Fig. 1: cell placement
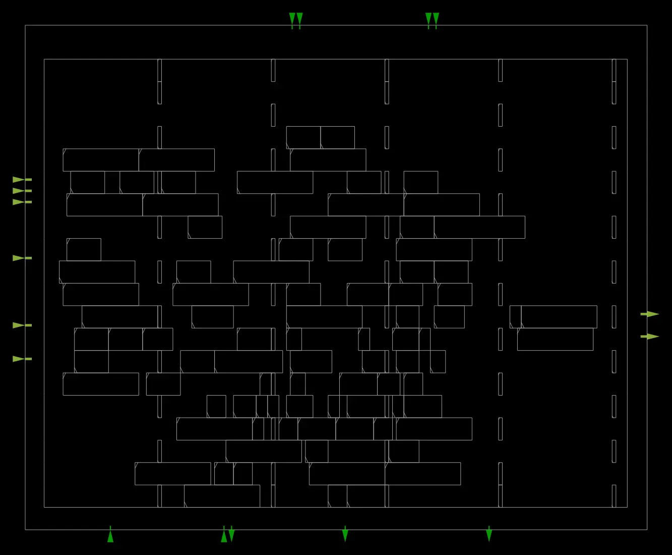
Fig. 2: cell classes on the final placement
Fill, decap, tap and diode cells in grey.
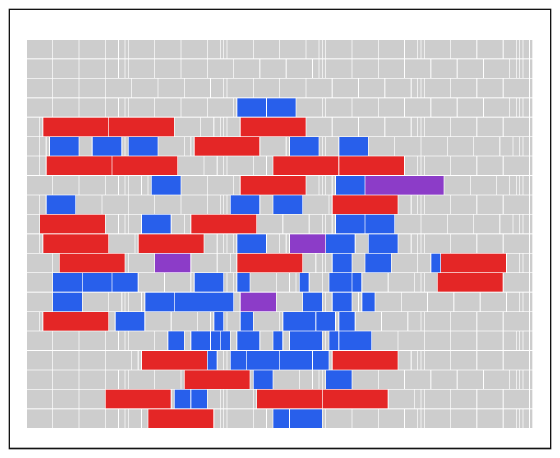
Fig. 3: nets reached from selected ports
The bar under the picture is 20 microns long.
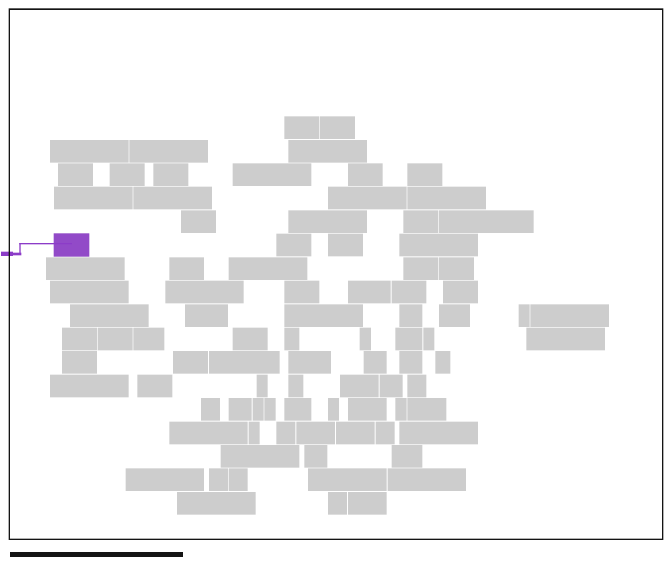
===== src/rtl/serializer_stream_if.sv =====
// Word-side handshake and serial-side outputs of serializer_stream.
// master = upstream/test driver, slave = the serializer itself.
interface serializer_stream_if #(
    parameter int WIDTH = 8
);
    logic [WIDTH-1:0] din;
    logic             din_valid;
    logic             din_ready;
    logic             msb_first;
    logic             dout;
    logic             dout_valid;
    logic             frame_start;
    logic             busy;

    modport master (
        output din, din_valid, msb_first,
        input  din_ready, dout, dout_valid, frame_start, busy
    );

    modport slave (
        input  din, din_valid, msb_first,
        output din_ready, dout, dout_valid, frame_start, busy
    );
endinterface


===== src/rtl/serializer_stream.sv =====
// Parallel-to-serial converter: one-entry holding buffer feeding a shifter
// that emits one bit per clock, selectable bit order per word, optional
// trailing even-parity bit. Frames stream back to back with no idle gap.
module serializer_stream #(
    parameter int WIDTH     = 8,
    parameter int PARITY_EN = 0
) (
    input  logic              clock_in,
    input  logic              reset_n,
    serializer_stream_if.slave bus
);
    localparam int FRAME = WIDTH + PARITY_EN;
    localparam int CW    = $clog2(FRAME);
    localparam logic [CW-1:0] LAST = CW'(FRAME - 1);

    typedef enum logic {IDLE, SHIFT} state_t;

    state_t           state, state_nxt;
    logic [WIDTH-1:0] hold_data, shift_data;
    logic             hold_msb, hold_full, shift_msb;
    logic [CW-1:0]    cnt, cnt_inc;
    logic             dout_q, dout_valid_q, frame_start_q;
    logic             load, accept, din_ready, at_last;
    logic             first_bit, next_bit;

    // din_ready depends only on registered state, never on din_valid
    assign din_ready = ~hold_full | load;
    assign accept    = bus.din_valid & din_ready;

    // FSM state register
    always_ff @(posedge clock_in or negedge reset_n) begin
        if (!reset_n) state <= IDLE;
        else          state <= state_nxt;
    end

    // next state, load decision and the bit to present on the next edge
    always_comb begin
        state_nxt = state;
        load      = 1'b0;
        next_bit  = 1'b0;
        at_last   = (cnt == LAST);
        cnt_inc   = cnt + CW'(1);
        first_bit = hold_msb ? hold_data[WIDTH-1] : hold_data[0];

        if (state == IDLE) begin
            if (hold_full) begin
                load      = 1'b1;
                state_nxt = SHIFT;
            end
        end else begin
            if (at_last) begin
                if (hold_full) load = 1'b1;
                else           state_nxt = IDLE;
            end
        end

        // bit index i maps to data bit i (LSB-first) or WIDTH-1-i (MSB-first)
        for (int i = 0; i < WIDTH; i++) begin
            if (cnt_inc == CW'(i))
                next_bit = shift_msb ? shift_data[WIDTH-1-i] : shift_data[i];
        end
        // parity covers the whole word regardless of bit order
        if (PARITY_EN != 0 && cnt_inc == LAST)
            next_bit = ^shift_data;
    end

    // holding buffer: accept wins over the clear caused by a same-edge load
    always_ff @(posedge clock_in or negedge reset_n) begin
        if (!reset_n) begin
            hold_data <= '0;
            hold_msb  <= 1'b0;
            hold_full <= 1'b0;
        end else if (accept) begin
            hold_data <= bus.din;
            hold_msb  <= bus.msb_first;
            hold_full <= 1'b1;
        end else if (load) begin
            hold_full <= 1'b0;
        end
    end

    // shifter word and bit counter; cnt stops at LAST until load or idle
    always_ff @(posedge clock_in or negedge reset_n) begin
        if (!reset_n) begin
            shift_data <= '0;
            shift_msb  <= 1'b0;
            cnt        <= '0;
        end else if (load) begin
            shift_data <= hold_data;
            shift_msb  <= hold_msb;
            cnt        <= '0;
        end else if (state == SHIFT && !at_last) begin
            cnt <= cnt_inc;
        end
    end

    // registered serial outputs
    always_ff @(posedge clock_in or negedge reset_n) begin
        if (!reset_n) begin
            dout_q        <= 1'b0;
            dout_valid_q  <= 1'b0;
            frame_start_q <= 1'b0;
        end else if (load) begin
            dout_q        <= first_bit;
            dout_valid_q  <= 1'b1;
            frame_start_q <= 1'b1;
        end else if (state == SHIFT && !at_last) begin
            dout_q        <= next_bit;
            dout_valid_q  <= 1'b1;
            frame_start_q <= 1'b0;
        end else begin
            dout_q        <= 1'b0;
            dout_valid_q  <= 1'b0;
            frame_start_q <= 1'b0;
        end
    end

    assign bus.din_ready   = din_ready;
    assign bus.dout        = dout_q;
    assign bus.dout_valid  = dout_valid_q;
    assign bus.frame_start = frame_start_q;
    assign bus.busy        = (state == SHIFT) | hold_full;

endmodule


===== src/flat_wrapper.sv =====
// flat-port wrapper written by rule: the top's interface ports become plain ports
module serializer_stream_flat 
#(
    parameter int WIDTH     = 8,
    parameter int PARITY_EN = 0
)
  (clock_in, reset_n, bus_din, bus_din_valid, bus_msb_first, bus_din_ready, bus_dout, bus_dout_valid, bus_frame_start, bus_busy);
  serializer_stream_if #(.WIDTH(WIDTH)) bus_i ();
  input  logic clock_in;
  input  logic reset_n;
  input wire logic [$bits(bus_i.din)-1:0] bus_din;
  input wire logic [$bits(bus_i.din_valid)-1:0] bus_din_valid;
  input wire logic [$bits(bus_i.msb_first)-1:0] bus_msb_first;
  output wire logic [$bits(bus_i.din_ready)-1:0] bus_din_ready;
  output wire logic [$bits(bus_i.dout)-1:0] bus_dout;
  output wire logic [$bits(bus_i.dout_valid)-1:0] bus_dout_valid;
  output wire logic [$bits(bus_i.frame_start)-1:0] bus_frame_start;
  output wire logic [$bits(bus_i.busy)-1:0] bus_busy;
  assign bus_i.din = bus_din;
  assign bus_i.din_valid = bus_din_valid;
  assign bus_i.msb_first = bus_msb_first;
  assign bus_din_ready = bus_i.din_ready;
  assign bus_dout = bus_i.dout;
  assign bus_dout_valid = bus_i.dout_valid;
  assign bus_frame_start = bus_i.frame_start;
  assign bus_busy = bus_i.busy;
  serializer_stream #(.WIDTH(WIDTH), .PARITY_EN(PARITY_EN)) u_core (.clock_in(clock_in), .reset_n(reset_n), .bus(bus_i));
endmodule

===== config.mk =====
export PLATFORM = sky130hd
export DESIGN_NAME = serializer_stream_flat
export DESIGN_NICKNAME = d
export VERILOG_FILES = /design/src/rtl/serializer_stream_if.sv /design/src/rtl/serializer_stream.sv /design/src/flat_wrapper.sv
export SDC_FILE = /design/constraint.sdc
export NUM_CORES = 1
export LEC_CHECK = 0
export CORE_ASPECT_RATIO = 0.8
export CORE_MARGIN = 2
export CORE_UTILIZATION = 30
export DETAILED_ROUTE_END_ITERATION = 16
export DONT_BUFFER_PORTS = 1
export SYNTH_ARGS = -nofsm -noshare
export SYNTH_HDL_FRONTEND = slang
export SYNTH_SLANG_ARGS = --single-unit
export TNS_END_PERCENT = 10

===== constraint.sdc =====
create_clock -name clock_in -period 3.5 [get_ports clock_in]
set_clock_uncertainty 0.05 [all_clocks]
set_input_delay 0.7 -clock clock_in [delete_from_list [all_inputs] [get_ports clock_in]]
set_output_delay 0.7 -clock clock_in [all_outputs]
set_load 0.05 [all_outputs]

==> results.py <==
# Metrics from the implementation run
metrics = {
    "synthesis": {
        "postSynthAreaPerCell_sq_um": 13.81,
        "synth_nets": 107,
        "ys_warn_count": 0,
        "synth_area_sq_mm": 0.001229,
        "top_area_cell": "dfrtp_1",
        "yosys_most_used_dff": "dfrtp_1",
        "syn_inst": 89,
        "synth.area.mux_share_pct": 26.27,
        "synth-seq-cells": 26,
        "async_flop_share_pct": 100.0,
        "fa_ha_area_share_pct": 6.110,
        "top_logic_kind": "multiplexers",
        "ys_cells": 89,
        "xor_share_pct": 0,
        "synth-compound-area-share_pct": 3.971,
        "synth-edff-count": 0,
    },
    "setup_path": {
        "cp_top_family": "simple AND/OR/NAND/NOR gates",
        "cp-endpoint": "bus_din_ready",
        "r2r-start": "u_core.cnt[0]",
        "crit_arrival_ns": 1.73,
        "rr_worst_depth": 6,
        "path_buffers": 0,
        "r2r_setup_slack_ns": 1.13,
        "endpoint_kind": "output pin",
        "crit_path_frequent_cell": "ha_1",
        "cp-start-kind": "flip-flop",
        "cp.required_ns": 2.75,
        "cpMaxStageDelayCell": "dfrtp_1",
    },
    "cts": {
        "post_cts_buffers": 0,
        "htree_num_levels": 1,
        "cts_tree": "built",
        "path_clk_slew_ns": 0.09,
        "holdBufCountCts": 0,
        "clock_latency_ns": 0.27,
        "cts.sinks": 26,
        "cts.repair.resized": 0,
    },
    "global_routing": {
        "grt_usage_pct": 10.85,
        "grt_pass1_wl_mm": 3.615,
        "grt_pass1_vias": 753,
        "overflow": 0,
        "grt_max_degree": 27,
    },
    "layout": {
        "instances_no_fill": 146,
        "area_growth_pct": 9.369,
        "nets": 110,
        "antenna_cells": 0,
    },
    "routing": {
        "viasPerCell": 4.541,
        "wl_per_cell_microns": 13.64,
        "remaining_drc_errors": 0,
        "ant_nets": 0,
        "vias": 663,
    },
    "pwr": {
        "p_per_area_mw_per_mm2": 987.9,
        "power_mw": 1.328,
        "leakagePower_nw": 0.5774,
    },
    "flow_run": {
        "warning_count": 30,
    },
    "placement": {
        "dp_slack_ns": 1.143,
        "gp_congestion": 0.7165,
        "place_inst": 142,
    },
    "final_timing": {
        "finalSetupViolCount": 0,
        "finalSetupTns_ns": 0,
        "timing.fmax_ghz": 0.4025,
        "fin_ws_ns": 1.016,
        "slew_viol_final": 0,
        "post-route-period-util_pct": 70.98,
        "rsz0062_at_grt": "false",
        "timing.slew.headroom_pct": 64.17,
        "hold_viol": 0,
    },
    "floorplanning": {
        "die_area_sq_mm": 0.004627,
        "dieWidth_microns": 75.55,
        "io_pins": 17,
        "row_count": 20,
        "fp_util_pct": 31.88,
    },
    "run_status": {
        "status": "complete, no violations",
    },
}
-- Fig. 1 (at the start) --
final core occ: 34.87%
FILL cells: 403
Flops: 26
core area: 0.003854 sq mm
tapcell count: 55

-- Fig. 2 (at the start) --
purple -> clock drivers and dummy loads  # cells 4, share of their area 5.6%
red -> flops  # cells 26, share of their area 51%
blue -> combinational and other logic  # cells 61, share of their area 43%

-- Fig. 3 (at the start) --
purple -> `bus_msb_first`  # direction input, edge left, end cells 1, buffers 0, wire 7.90 microns

-- layout make-up --
class | instances | area, sq um | share of cell area, %
flip-flops and latches | 26 | 650.6 | 48.42
well taps | 55 | 68.82 | 5.121
clock buffers | 3 | 41.29 | 3.073
clock inverters | 1 | 30.03 | 2.235
inverters | 3 | 11.26 | 0.8380
multi-input cells | 58 | 541.8 | 40.32
-- worst reg2reg max path, cell delays in order (launching register included) --
cell and delay [ns]:
dfrtp_1 0.45, ha_1 0.23, ha_1 0.19, and2b_2 0.25
nand2_1 0.35, nand2_2 0.37, mux2_2 0.38
-- state kept, by name, summed over array words and instances (netlist names) --
register and count:
u_core.hold_data 8, u_core.shift_data 8, u_core.cnt 3, u_core.bus.dout 1, u_core.bus.dout_valid 1, u_core.bus.frame_start 1, u_core.hold_full 1, u_core.hold_msb 1
u_core.shift_msb 1, u_core.state 1
-- routing by layer --
metal	vias up	routed length [microns]	global-route usage [%]
met5	-	0	0
met4	0	16	3.759
met3	2	77	3.601
met2	10	905	16.52
met1	331	992	14.64
li1	320	-	-
-- report_power, final --
part	switching [mW]	internal [mW]	total (mW)	leakage, nW
logic	0.207	0.279	0.485	0.240
clock network	0.0940	0.153	0.247	0.0357
registers	0.151	0.444	0.595	0.302
-- per-stage QoR --
step           area (sq um)  util [%]  hold WS (ns)
6_report               1344     34.87       0.06371
5_1_grt                1344     34.87       0.03901
4_1_cts                1344     34.87       0.05372
3_5_place_dp           1272     33.02        0.3550
3_3_place_gp           1272     33.02        0.3552
2_1_floorplan          1229         -        0.3544
-- logic make-up after synthesis --
family | Yosys count
multiplexers | 28
AND/OR/NAND/NOR | 17
AND-OR/OR-AND | 7
adder cells (fa/ha/maj) | 6
buffers and inverters | 5
flip-flops | 26
Power is estimated from default activity; no workload was simulated.
